[src/rtl/freq_meter_pkg.sv]
`default_nettype none
// ============================================================================
// Module      : freq_meter_pkg
// Description : Shared types, default parameters and helpers for freq_meter.
// Revision    : 1.0 - initial release
// ============================================================================
package freq_meter_pkg;

    typedef enum logic [1:0] {
        IDLE = 2'd0,
        GATE = 2'd1,
        HOLD = 2'd2
    } state_e;

    localparam int DEF_GATE_CYCLES = 100000000;
    localparam int DEF_COUNT_W     = 24;

    // Increment that sticks at max_val; counters up to 32 bits wide use this.
    function automatic logic [31:0] sat_inc(input logic [31:0] val,
                                            input logic [31:0] max_val);
        return (val >= max_val) ? max_val : val + 32'd1;
    endfunction

endpackage
`default_nettype wire

[src/rtl/freq_meter_edge_sync.sv]
`default_nettype none
// ============================================================================
// Module      : edge_sync
// Description : Two-flop synchroniser plus delay flop; one-cycle rising-edge
//               pulse for an asynchronous input.
// Revision    : 1.0 - initial release
// ============================================================================
module edge_sync (
    input  logic clk,
    input  logic rst,
    input  logic sig_i,
    output logic rise_o
);

    logic sync1_q;
    logic sync2_q;
    logic sync3_q;

    always_ff @(posedge clk) begin
        if (rst) begin
            sync1_q <= 1'b0;
            sync2_q <= 1'b0;
            sync3_q <= 1'b0;
        end else begin
            sync1_q <= sig_i;
            sync2_q <= sync1_q;
            sync3_q <= sync2_q;
        end
    end

    assign rise_o = sync2_q & ~sync3_q;

endmodule
`default_nettype wire

[src/rtl/freq_meter.sv]
`default_nettype none
// ============================================================================
// Module      : freq_meter
// Description : Gated rising-edge counter; counts sig_in edges over a fixed
//               window of GATE_CYCLES clocks and latches the result.
// Revision    : 1.0 - initial release
// ============================================================================
module freq_meter
    import freq_meter_pkg::*;
#(
    parameter int GATE_CYCLES = DEF_GATE_CYCLES,
    parameter int COUNT_W     = DEF_COUNT_W
) (
    input  logic               clk,
    input  logic               rst,
    input  logic               sig_in,
    input  logic               run,
    input  logic               single,
    output logic [COUNT_W-1:0] meas_count,
    output logic               meas_ovf,
    output logic               meas_valid,
    output logic               busy
);

    localparam int                GW        = (GATE_CYCLES > 1) ? $clog2(GATE_CYCLES) : 1;
    localparam logic [GW-1:0]     GATE_LAST = GW'(GATE_CYCLES - 1);
    localparam logic [COUNT_W-1:0] CNT_MAX  = '1;

    state_e               state_q, state_d;
    logic [GW-1:0]        gate_cnt_q, gate_cnt_d;
    logic [COUNT_W-1:0]   edge_cnt_q, edge_cnt_d;
    logic                 ovf_acc_q, ovf_acc_d;
    logic                 single_q, single_d;
    logic [COUNT_W-1:0]   meas_count_q, meas_count_d;
    logic                 meas_ovf_q, meas_ovf_d;
    logic                 meas_valid_q, meas_valid_d;
    logic                 busy_q, busy_d;

    logic                 rise;
    logic                 rise_sat;
    logic [COUNT_W-1:0]   edge_next;

    edge_sync u_edge_sync (
        .clk    (clk),
        .rst    (rst),
        .sig_i  (sig_in),
        .rise_o (rise)
    );

    always_comb begin
        state_d      = state_q;
        gate_cnt_d   = gate_cnt_q;
        edge_cnt_d   = edge_cnt_q;
        ovf_acc_d    = ovf_acc_q;
        single_d     = single_q;
        meas_count_d = meas_count_q;
        meas_ovf_d   = meas_ovf_q;
        meas_valid_d = 1'b0;

        // An edge arriving with the counter already full is recorded as overflow.
        rise_sat  = rise && (edge_cnt_q == CNT_MAX);
        edge_next = rise ? COUNT_W'(sat_inc(32'(edge_cnt_q), 32'(CNT_MAX)))
                         : edge_cnt_q;

        case (state_q)
            IDLE: begin
                gate_cnt_d = '0;
                edge_cnt_d = '0;
                ovf_acc_d  = 1'b0;
                if (run) begin
                    state_d  = GATE;
                    single_d = single;
                end
            end
            GATE: begin
                if (gate_cnt_q == GATE_LAST) begin
                    // Terminal cycle: its own edge still belongs to this window.
                    meas_count_d = edge_next;
                    meas_ovf_d   = ovf_acc_q | rise_sat;
                    meas_valid_d = 1'b1;
                    gate_cnt_d   = '0;
                    edge_cnt_d   = '0;
                    ovf_acc_d    = 1'b0;
                    if (single_q) begin
                        state_d = HOLD;
                    end else if (run) begin
                        state_d = GATE;
                    end else begin
                        state_d = IDLE;
                    end
                end else if (!run) begin
                    state_d    = IDLE;
                    gate_cnt_d = '0;
                    edge_cnt_d = '0;
                    ovf_acc_d  = 1'b0;
                end else begin
                    gate_cnt_d = gate_cnt_q + GW'(1);
                    edge_cnt_d = edge_next;
                    ovf_acc_d  = ovf_acc_q | rise_sat;
                end
            end
            HOLD: begin
                gate_cnt_d = '0;
                edge_cnt_d = '0;
                ovf_acc_d  = 1'b0;
                if (!run) begin
                    state_d = IDLE;
                end
            end
            default: begin
                state_d = IDLE;
            end
        endcase

        busy_d = (state_d == GATE);
    end

    always_ff @(posedge clk) begin
        if (rst) begin
            state_q      <= IDLE;
            gate_cnt_q   <= '0;
            edge_cnt_q   <= '0;
            ovf_acc_q    <= 1'b0;
            single_q     <= 1'b0;
            meas_count_q <= '0;
            meas_ovf_q   <= 1'b0;
            meas_valid_q <= 1'b0;
            busy_q       <= 1'b0;
        end else begin
            state_q      <= state_d;
            gate_cnt_q   <= gate_cnt_d;
            edge_cnt_q   <= edge_cnt_d;
            ovf_acc_q    <= ovf_acc_d;
            single_q     <= single_d;
            meas_count_q <= meas_count_d;
            meas_ovf_q   <= meas_ovf_d;
            meas_valid_q <= meas_valid_d;
            busy_q       <= busy_d;
        end
    end

    assign meas_count = meas_count_q;
    assign meas_ovf   = meas_ovf_q;
    assign meas_valid = meas_valid_q;
    assign busy       = busy_q;

endmodule
`default_nettype wire

[config.mk]
export PLATFORM = sky130hd
export DESIGN_NAME = freq_meter
export DESIGN_NICKNAME = d
export VERILOG_FILES = /design/src/rtl/freq_meter_pkg.sv /design/src/rtl/freq_meter_edge_sync.sv /design/src/rtl/freq_meter.sv
export SDC_FILE = /design/constraint.sdc
export NUM_CORES = 1
export LEC_CHECK = 0
export CAP_MARGIN = 30
export CORE_ASPECT_RATIO = 1.5
export CORE_MARGIN = 1.5
export CORE_UTILIZATION = 50
export CTS_BUF_LIST = sky130_fd_sc_hd__clkbuf_16
export CTS_CLUSTER_SIZE = 28
export DETAILED_ROUTE_END_ITERATION = 8
export PLACE_DENSITY = 0.69
export SETUP_SLACK_MARGIN = 0.3
export SLEW_MARGIN = 20
export SYNTH_ARGS = -nofsm -noshare
export SYNTH_HDL_FRONTEND = slang
export SYNTH_SLANG_ARGS = --single-unit
[constraint.sdc]
create_clock -name clk -period 2.8 [get_ports clk]
set_input_delay 0.84 -clock clk [delete_from_list [all_inputs] [get_ports clk]]
set_output_delay 0.84 -clock clk [all_outputs]
set_load 0.02 [all_outputs]
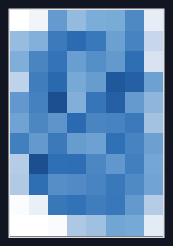
Fig. 1. Cell area per tile.
Drawn at 2 px/um. 8 x 11 tiles, from white (low) to dark blue (high), 0 to 100% covered.
nearly empty tiles = 3.4%
tiles over 75% full = 10%
fullest tile = 88%
mean over tiles = 54%
emptiest ninth of the die = lower left
floorplan utilization: 50.9%
final core occ: 60.3%
core box area: 7960 um2

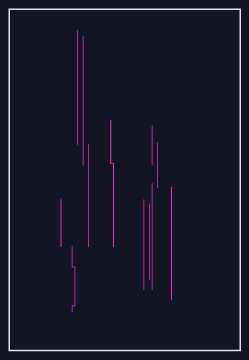
Fig. 2. M4 wires.
Drawn at 3 px/um.
wire length on this layer = 353 um
nets with wire on the layer = 8
share of all routed wire = 3.9%
longest straight run = 42.8 um
main direction = vertical
via count: 3553
Total Wirelength: 9050 um

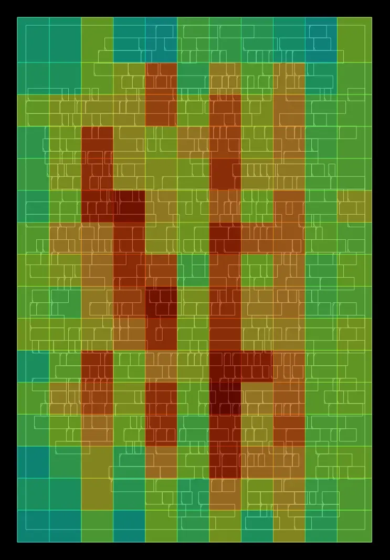
Fig. 3. Routing congestion.
GR met3 Demand/Resource: 3.55%
routed len/inst: 14.5 um
total track usage: 22.6%
GR peak layer: met2

## through the flow
step,cells,worst slack [ns],util (%)
after floorplan,491,0.684,-
after global placement,610,0.462,56.4
after detailed placement,610,0.421,56.4
after CTS,626,0.449,60.3
after global routing,626,0.377,60.3
final,626,0.454,60.3
## final timing paths
check	from	to	slack, ns	depth (start not counted)
setup reg to reg	edge_cnt_q[5]	meas_count[23]	0.45	5
setup / recovery	edge_cnt_q[5]	meas_count[23]	0.45	5
hold / removal	u_edge_sync.sync1_q	u_edge_sync.sync2_q	0.44	1
hold reg to reg	u_edge_sync.sync1_q	u_edge_sync.sync2_q	0.44	1
## where the power goes
group	switching [mW]	internal (mW)
registers	0.00389	1.21
logic	0.0257	0.0194
clock network	0.472	0.768
total	0.502	2.00
## area by class of cell
class                      count  area, um2  share of cell area (%)
sequential                    85       1700                    35.4
inverter                      10       37.5                   0.782
clock inverter                 7       81.3                    1.69
multi-input combinational    365       2200                    45.8
timing repair buffer          45        428                    8.91
tap                          105        131                    2.74
clock buffer                   9        225                    4.69
## metal layers
layer | vias to the layer above | wire length [um] | GRT usage, %
met1 | 1645 | 3930 | 25.8
met4 | 0 | 352 | 14.7
met5 | - | 0 | 0
li1 | 1810 | - | -
met2 | 69 | 4520 | 38.9
met3 | 29 | 250 | 3.55
## state kept, by name, indices dropped and copies added (netlist names)
signal	cells
gate_cnt_q	27
edge_cnt_q	24
meas_count	24
state_q	2
busy	1
meas_ovf	1
meas_valid	1
ovf_acc_q	1
single_q	1
u_edge_sync.sync1_q	1
u_edge_sync.sync2_q	1
u_edge_sync.sync3_q	1
## layout by cell type (no fill, tap or decap), types with 9 or more instances in the layout
master,instances
nand2_1,45
dfxtp_1,85
nor4_1,15
nor2_1,76
a211oi_1,21
nand4_1,14
xnor2_1,24
nor3_1,21
buf_4,13
clkbuf_16,9
clkdlybuf4s50_1,31
nand3_1,20
o21ai_0,13
inv_1,11
## repair_timing
action,CTS,global route
setup endpoints to repair,0,22
gates resized,0,1
hold buffers,0,0
endpoints found under the hold margin,0,0
## logic make-up (layout without fill, tap and decap cells)
family / Yosys count / after routing
multiplexers: 2 / 2
adder cells (fa/ha/maj): 2 / 2
AND-OR/OR-AND: 80 / 80
flip-flops: 85 / 85
AND/OR/NAND/NOR: 250 / 250
XOR/XNOR: 31 / 31
buffers and inverters: 41 / 71
==> changes_impl.md <==
### Changed

- Result of the run: complete, no violations
- Slew margin rel.: 62.1%
- Die footprint: 8660 um2
- Post-synth top cells: dfxtp_1 (85), nor2_1 (76), nand2_1 (45), xnor2_1 (24)
- Max-cap violations: 0
- Yosys top cell area share: 42.0%
- Ys Warns: 0
- Tightest Hold Check Type: flip-flop to flip-flop
- Yosys chip area: 4050 um2
- Dominant kind of combinational cell: simple AND/OR/NAND/NOR gates
- Critical path type: flip-flop to flip-flop
- Vias per cell: 5.68
- First-pass detailed-route iteration total: 4
- Global-route wire length before repair: 15600 um
- Gr ovfl total: 0
- Maximum fanout along the worst path: 8
- Synth Cell Area: 4050 um2
- CTS H-tree lvls: 3
- Slew Viols, Final: 0
- Rows: 40
- Placed cell area: 4490 um2
- Number of enable flip-flop cells: 0
- Crit-path leading delay family: simple AND/OR/NAND/NOR gates
- Simple share: 31.9%
- CP Cell Sequence: nand4_4 > or4_1 > or4_4 > o22ai_2 > o22ai_1
- Post-DP HPWL: 6440 um
- Clk root buf: clkbuf_16
- Ports: 32
- Count of final setup violators: 0
- Final instance area: 4800 um2
- Crit path time final: 2.35 ns
- Worst-case clock buffer depth: 2
- # port buffers: 31
- Initial antenna violation count: 0
- RSZ-0062 raised after global routing: no
- Antenna Nets Post-Route: 0
- Largest net degree at the start of global routing: 43
- TritonCTS Buffers: 9
- Worst Setup End Kind: flip-flop
- GPL Wtd Cong: 0.921
- Filler cells: 698
No activity file was given, so power comes from the tool's default toggle rates.
